===== src/rtl/uart_pkt_pkg.sv =====
// Shared types for the UART packet controller: FSM state encoding,
// error codes and the default frame-start marker.
package uart_pkt_pkg;

    typedef enum logic [2:0] {
        ST_IDLE  = 3'd0,
        ST_ADDR  = 3'd1,
        ST_LEN   = 3'd2,
        ST_DATA  = 3'd3,
        ST_CHK   = 3'd4,
        ST_DRAIN = 3'd5
    } state_t;

    localparam logic [1:0] ERR_NONE    = 2'b00;
    localparam logic [1:0] ERR_LEN     = 2'b01;
    localparam logic [1:0] ERR_CHK     = 2'b10;
    localparam logic [1:0] ERR_TIMEOUT = 2'b11;

    localparam logic [7:0] DEF_SYNC_BYTE = 8'hA5;

endpackage


===== src/rtl/uart_pkt_timeout.sv =====
// Inter-byte timeout: down-counter reloaded by clr_i or while disabled,
// expire_o is high in the cycle the count reaches zero while enabled.
module uart_pkt_timeout #(
    parameter int CLKS = 104160
) (
    input  logic clk_i,
    input  logic rstn_i,
    input  logic clr_i,
    input  logic en_i,
    output logic expire_o
);
    localparam int             CW     = $clog2(CLKS + 1);
    localparam logic [CW-1:0]  RELOAD = CW'(CLKS - 1);

    logic [CW-1:0] cnt_q, cnt_d;

    // Reloading to CLKS-1 makes expiry land exactly CLKS cycles after the last byte.
    always_comb begin
        cnt_d = cnt_q;
        if (clr_i || !en_i) begin
            cnt_d = RELOAD;
        end else if (cnt_q != '0) begin
            cnt_d = cnt_q - 1'b1;
        end
    end

    always_ff @(posedge clk_i or negedge rstn_i) begin
        if (!rstn_i) begin
            cnt_q <= RELOAD;
        end else begin
            cnt_q <= cnt_d;
        end
    end

    assign expire_o = en_i && !clr_i && (cnt_q == '0);

endmodule


===== src/rtl/uart_rx_pkt_ctrl.sv =====
// Frames UART bytes (SYNC, ADDR, LEN, DATA.., CHK) into packets and replays
// verified payloads as a write burst. Optional inter-byte timeout: UART_PKT_TIMEOUT_EN.
module uart_rx_pkt_ctrl
    import uart_pkt_pkg::*;
#(
    parameter int         ADDR_W       = 8,
    parameter int         MAX_LEN      = 16,
    parameter logic [7:0] SYNC_BYTE    = DEF_SYNC_BYTE,
    parameter int         TIMEOUT_CLKS = 104160
) (
    input  logic              clk_i,
    input  logic              rstn_i,
    input  logic [7:0]        rx_byte_i,
    input  logic              rbyte_ready_i,
    output logic              wr_en_o,
    output logic [ADDR_W-1:0] wr_addr_o,
    output logic [7:0]        wr_data_o,
    output logic              pkt_ok_o,
    output logic              pkt_err_o,
    output logic [1:0]        err_code_o,
    output logic              busy_o,
    output logic [2:0]        dbg_state_o
);
    localparam int         IDX_W     = (MAX_LEN > 1) ? $clog2(MAX_LEN) : 1;
    localparam logic [7:0] MAX_LEN_B = 8'(MAX_LEN);

    state_t            state_q, state_d;
    logic [ADDR_W-1:0] addr_q, addr_d;
    logic [7:0]        len_q, len_d;
    logic [7:0]        idx_q, idx_d;
    logic [7:0]        sum_q, sum_d;
    logic [1:0]        err_code_q, err_code_d;
    logic              pkt_err_q, pkt_err_d;
    logic              buf_we;
    logic [7:0]        buf_q [MAX_LEN];
    logic              timeout_hit;
    logic              drain;

`ifdef UART_PKT_TIMEOUT_EN
    logic to_run;
    assign to_run = (state_q == ST_ADDR) || (state_q == ST_LEN) ||
                    (state_q == ST_DATA) || (state_q == ST_CHK);

    uart_pkt_timeout #(
        .CLKS(TIMEOUT_CLKS)
    ) u_timeout (
        .clk_i    (clk_i),
        .rstn_i   (rstn_i),
        .clr_i    (rbyte_ready_i),
        .en_i     (to_run),
        .expire_o (timeout_hit)
    );
`else
    assign timeout_hit = 1'b0;
`endif

    always_comb begin
        state_d    = state_q;
        addr_d     = addr_q;
        len_d      = len_q;
        idx_d      = idx_q;
        sum_d      = sum_q;
        err_code_d = err_code_q;
        pkt_err_d  = 1'b0;
        buf_we     = 1'b0;
        case (state_q)
            ST_IDLE: begin
                if (rbyte_ready_i && rx_byte_i == SYNC_BYTE) begin
                    state_d = ST_ADDR;
                    sum_d   = 8'd0;
                end
            end
            ST_ADDR: begin
                if (rbyte_ready_i) begin
                    addr_d  = ADDR_W'(rx_byte_i);
                    sum_d   = sum_q + rx_byte_i;
                    state_d = ST_LEN;
                end
            end
            ST_LEN: begin
                if (rbyte_ready_i) begin
                    if (rx_byte_i == 8'd0 || rx_byte_i > MAX_LEN_B) begin
                        err_code_d = ERR_LEN;
                        pkt_err_d  = 1'b1;
                        state_d    = ST_IDLE;
                    end else begin
                        len_d   = rx_byte_i;
                        idx_d   = 8'd0;
                        sum_d   = sum_q + rx_byte_i;
                        state_d = ST_DATA;
                    end
                end
            end
            ST_DATA: begin
                if (rbyte_ready_i) begin
                    buf_we = 1'b1;
                    sum_d  = sum_q + rx_byte_i;
                    idx_d  = idx_q + 8'd1;
                    if (idx_q + 8'd1 == len_q) begin
                        state_d = ST_CHK;
                    end
                end
            end
            ST_CHK: begin
                if (rbyte_ready_i) begin
                    if (rx_byte_i == sum_q) begin
                        idx_d   = 8'd0;
                        state_d = ST_DRAIN;
                    end else begin
                        err_code_d = ERR_CHK;
                        pkt_err_d  = 1'b1;
                        state_d    = ST_IDLE;
                    end
                end
            end
            ST_DRAIN: begin
                // Incoming bytes are dropped here; idx walks the buffer one per clock.
                idx_d = idx_q + 8'd1;
                if (idx_q == len_q - 8'd1) begin
                    state_d = ST_IDLE;
                end
            end
            default: state_d = ST_IDLE;
        endcase
        if (timeout_hit) begin
            err_code_d = ERR_TIMEOUT;
            pkt_err_d  = 1'b1;
            state_d    = ST_IDLE;
        end
    end

    always_ff @(posedge clk_i or negedge rstn_i) begin
        if (!rstn_i) begin
            state_q    <= ST_IDLE;
            addr_q     <= '0;
            len_q      <= 8'd0;
            idx_q      <= 8'd0;
            sum_q      <= 8'd0;
            err_code_q <= ERR_NONE;
            pkt_err_q  <= 1'b0;
        end else begin
            state_q    <= state_d;
            addr_q     <= addr_d;
            len_q      <= len_d;
            idx_q      <= idx_d;
            sum_q      <= sum_d;
            err_code_q <= err_code_d;
            pkt_err_q  <= pkt_err_d;
        end
    end

    // Payload storage needs no reset: it is always written before it is read.
    always_ff @(posedge clk_i) begin
        if (buf_we) begin
            buf_q[idx_q[IDX_W-1:0]] <= rx_byte_i;
        end
    end

    assign drain       = (state_q == ST_DRAIN);
    assign wr_en_o     = drain;
    assign wr_addr_o   = drain ? (addr_q + ADDR_W'(idx_q)) : '0;
    assign wr_data_o   = drain ? buf_q[idx_q[IDX_W-1:0]] : 8'd0;
    assign pkt_ok_o    = drain && (idx_q == len_q - 8'd1);
    assign pkt_err_o   = pkt_err_q;
    assign err_code_o  = err_code_q;
    assign busy_o      = (state_q != ST_IDLE);
    assign dbg_state_o = state_q;

endmodule


===== config.mk =====
export PLATFORM = sky130hd
export DESIGN_NAME = uart_rx_pkt_ctrl
export DESIGN_NICKNAME = d
export VERILOG_FILES = /design/src/rtl/uart_pkt_pkg.sv /design/src/rtl/uart_pkt_timeout.sv /design/src/rtl/uart_rx_pkt_ctrl.sv
export SDC_FILE = /design/constraint.sdc
export NUM_CORES = 1
export LEC_CHECK = 0
export CORE_MARGIN = 2
export CORE_UTILIZATION = 60
export CTS_CLUSTER_DIAMETER = 80
export DETAILED_ROUTE_END_ITERATION = 7
export HOLD_SLACK_MARGIN = 0.02
export PLACE_DENSITY = 0.81
export REMOVE_ABC_BUFFERS = 1
export SLEW_MARGIN = 20
export SYNTH_ARGS = -nofsm -noshare
export SYNTH_HDL_FRONTEND = slang
export SYNTH_SLANG_ARGS = --single-unit
export TNS_END_PERCENT = 30

===== constraint.sdc =====
create_clock -name clk_i -period 2.56 [get_ports clk_i]
set_input_delay 0.256 -clock clk_i [delete_from_list [all_inputs] [get_ports clk_i]]
set_output_delay 0.256 -clock clk_i [all_outputs]
set_load 0.05 [all_outputs]

Figure 1. Cells colored by class (run 1).
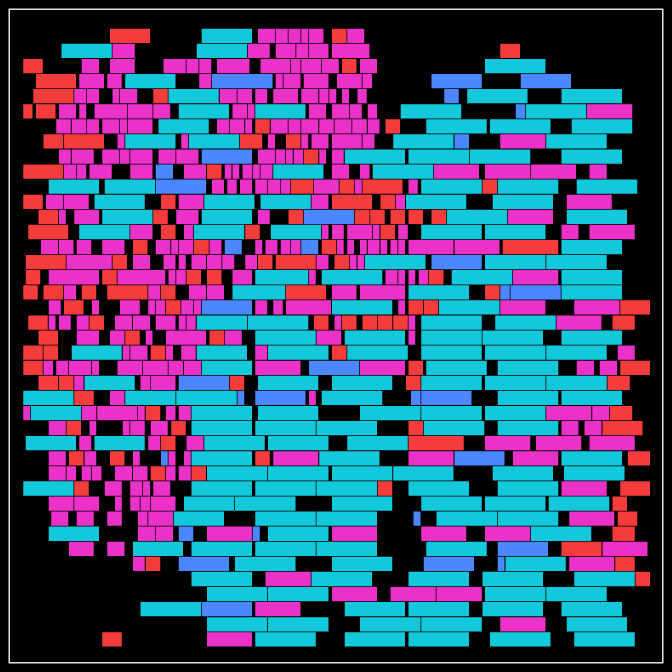
| class | color | cells | share of their area |
|---|---|---|---|
| flip-flops | cyan | 166 | 51% |
| clock drivers and dummy loads | blue | 32 | 5.7% |
| all other logic | magenta | 313 | 31% |
| other buffers and delay cells | red | 114 | 12% |
Core ar.: 12,600 um^2
flop share of the area: 0.497
final instance area: 9650 um^2
final core utilization: 0.765

Figure 2. Clock nets (run 1).
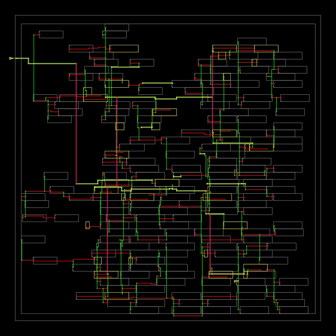
flop count: 166
clk_lat worst skew: 430 ps
CTS buffer count: 17
CTS Sinks: 166
P_clk: 2370 uW

==> impl_metrics.py, run 1 <==
# Physical implementation metrics
metrics = {
    "timing": {
        "finalSetupViolCount": 14,
        "max_slew_margin": 0.408,
        "fin_ws_ps": -335,
    },
    "critical_path": {
        "cp_max_fo": 2,
        "critPathMaxStageDelay_ps": 520,
        "slowest_stage": "or4_4",
        "worst_setup_path_start_kind": "flip-flop",
        "ff2ff_setup_slack_ps": -100,
    },
    "placed_design": {
        "placed_area_um2": 8790,
    },
    "global_routing": {
        "use_met2": 0.498,
        "grt_first_pass_wirelength_mm": 30.3,
        "grt_pass1_vias": 5211,
    },
    "final_layout": {
        "logic_area_um2": 2890,
        "drive_gt1_frac": 0.346,
        "layout_top_cells": "edfxtp_1, buf_4, mux4_2, dfrtp_1, nor2_1",
    },
    "power_and_ir_drop": {
        "maxPowerGroup": "combinational logic",
    },
    "routing": {
        "viasPerCell": 6.35,
        "top_layer": "met4",
    },
    "yosys": {
        "yosysChipArea_um2": 7730,
    },
    "status": {
        "violations": "negative setup slack",
        "outcome": "finished, violations left",
    },
}
Figure 3. Clock wires, drivers and flops (run 1).
The bar under the picture is 20 um long.
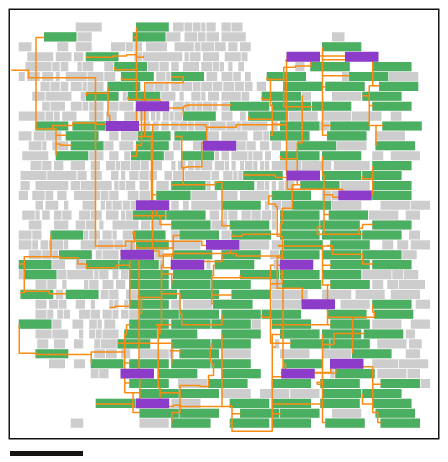
[cells driving clock nets] purple | count: 17
[flip-flops] green | count: 166
[clock wires] orange | length: 1,870 um
routed clock nets: 18
flops lie: spread over the die
power share of the clock group: 0.231
clock skew: 9.01 ps

==> inputs of run 2 (changes only) <==
ABC_CLOCK_PERIOD_IN_PS = 2560   (was unset)
Figure 4. Clock nets (run 2).
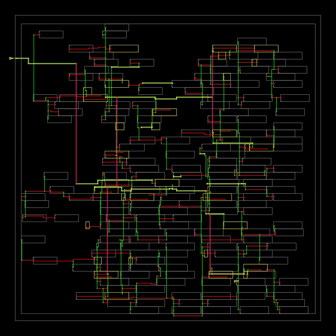
clock buffer count: 19

Figure 5. Sequential cells grouped by signal name (run 2).
Other sequential cells in the stronger gray, the rest of the logic in the fainter gray.
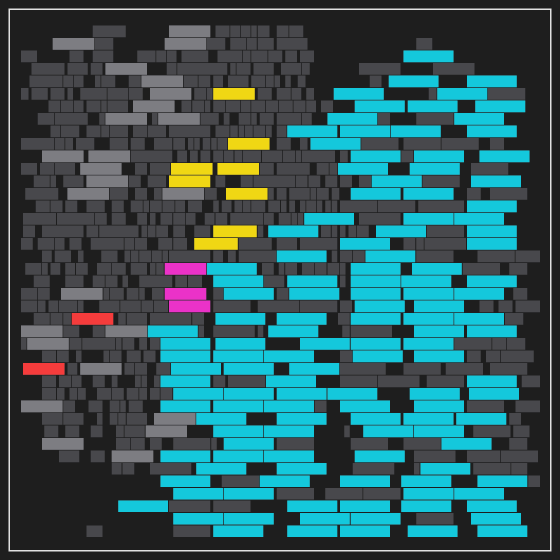
| netlist name | color | placed flops |
|---|---|---|
| idx_q | yellow | 8 |
| dbg_state_o | magenta | 3 |
| buf_q | cyan | 128 |
| err_code_o | red | 2 |
not colored: 25

==> impl_metrics.py, run 2 <==
# Physical implementation metrics
metrics = {
    "status": {
        "outcome": "finished, violations left",
        "violations": "negative setup slack",
    },
    "final_layout": {
        "layout_top_cells": "edfxtp_1, buf_4, mux4_2, dfrtp_1, nor2_1",
        "seq_cells": 166,
        "drive_gt1_frac": 0.346,
        "final_util": 0.765,
        "seq_share": 0.497,
    },
    "power_and_ir_drop": {
        "clockPowerShare": 0.231,
        "maxPowerGroup": "combinational logic",
        "p_clk_uw": 2370,
    },
    "global_routing": {
        "use_met2": 0.498,
        "grt_first_pass_wirelength_mm": 30.3,
    },
    "yosys": {
        "yosysChipArea_um2": 7730,
    },
    "die": {
        "core_area_um2": 12600,
    },
    "cts": {
        "cts_buffers": 17,
    },
    "timing": {
        "skew_ps": 9.01,
        "fin_ws_ps": -335,
        "finalSetupViolCount": 14,
        "max_slew_margin": 0.408,
    },
    "critical_path": {
        "cp_max_fo": 2,
        "ff2ff_setup_slack_ps": -100,
        "slowest_stage": "or4_4",
        "worst_setup_path_start_kind": "flip-flop",
    },
    "routing": {
        "viasPerCell": 6.35,
        "top_layer": "met4",
    },
}
Power and IR drop assume default switching activity.
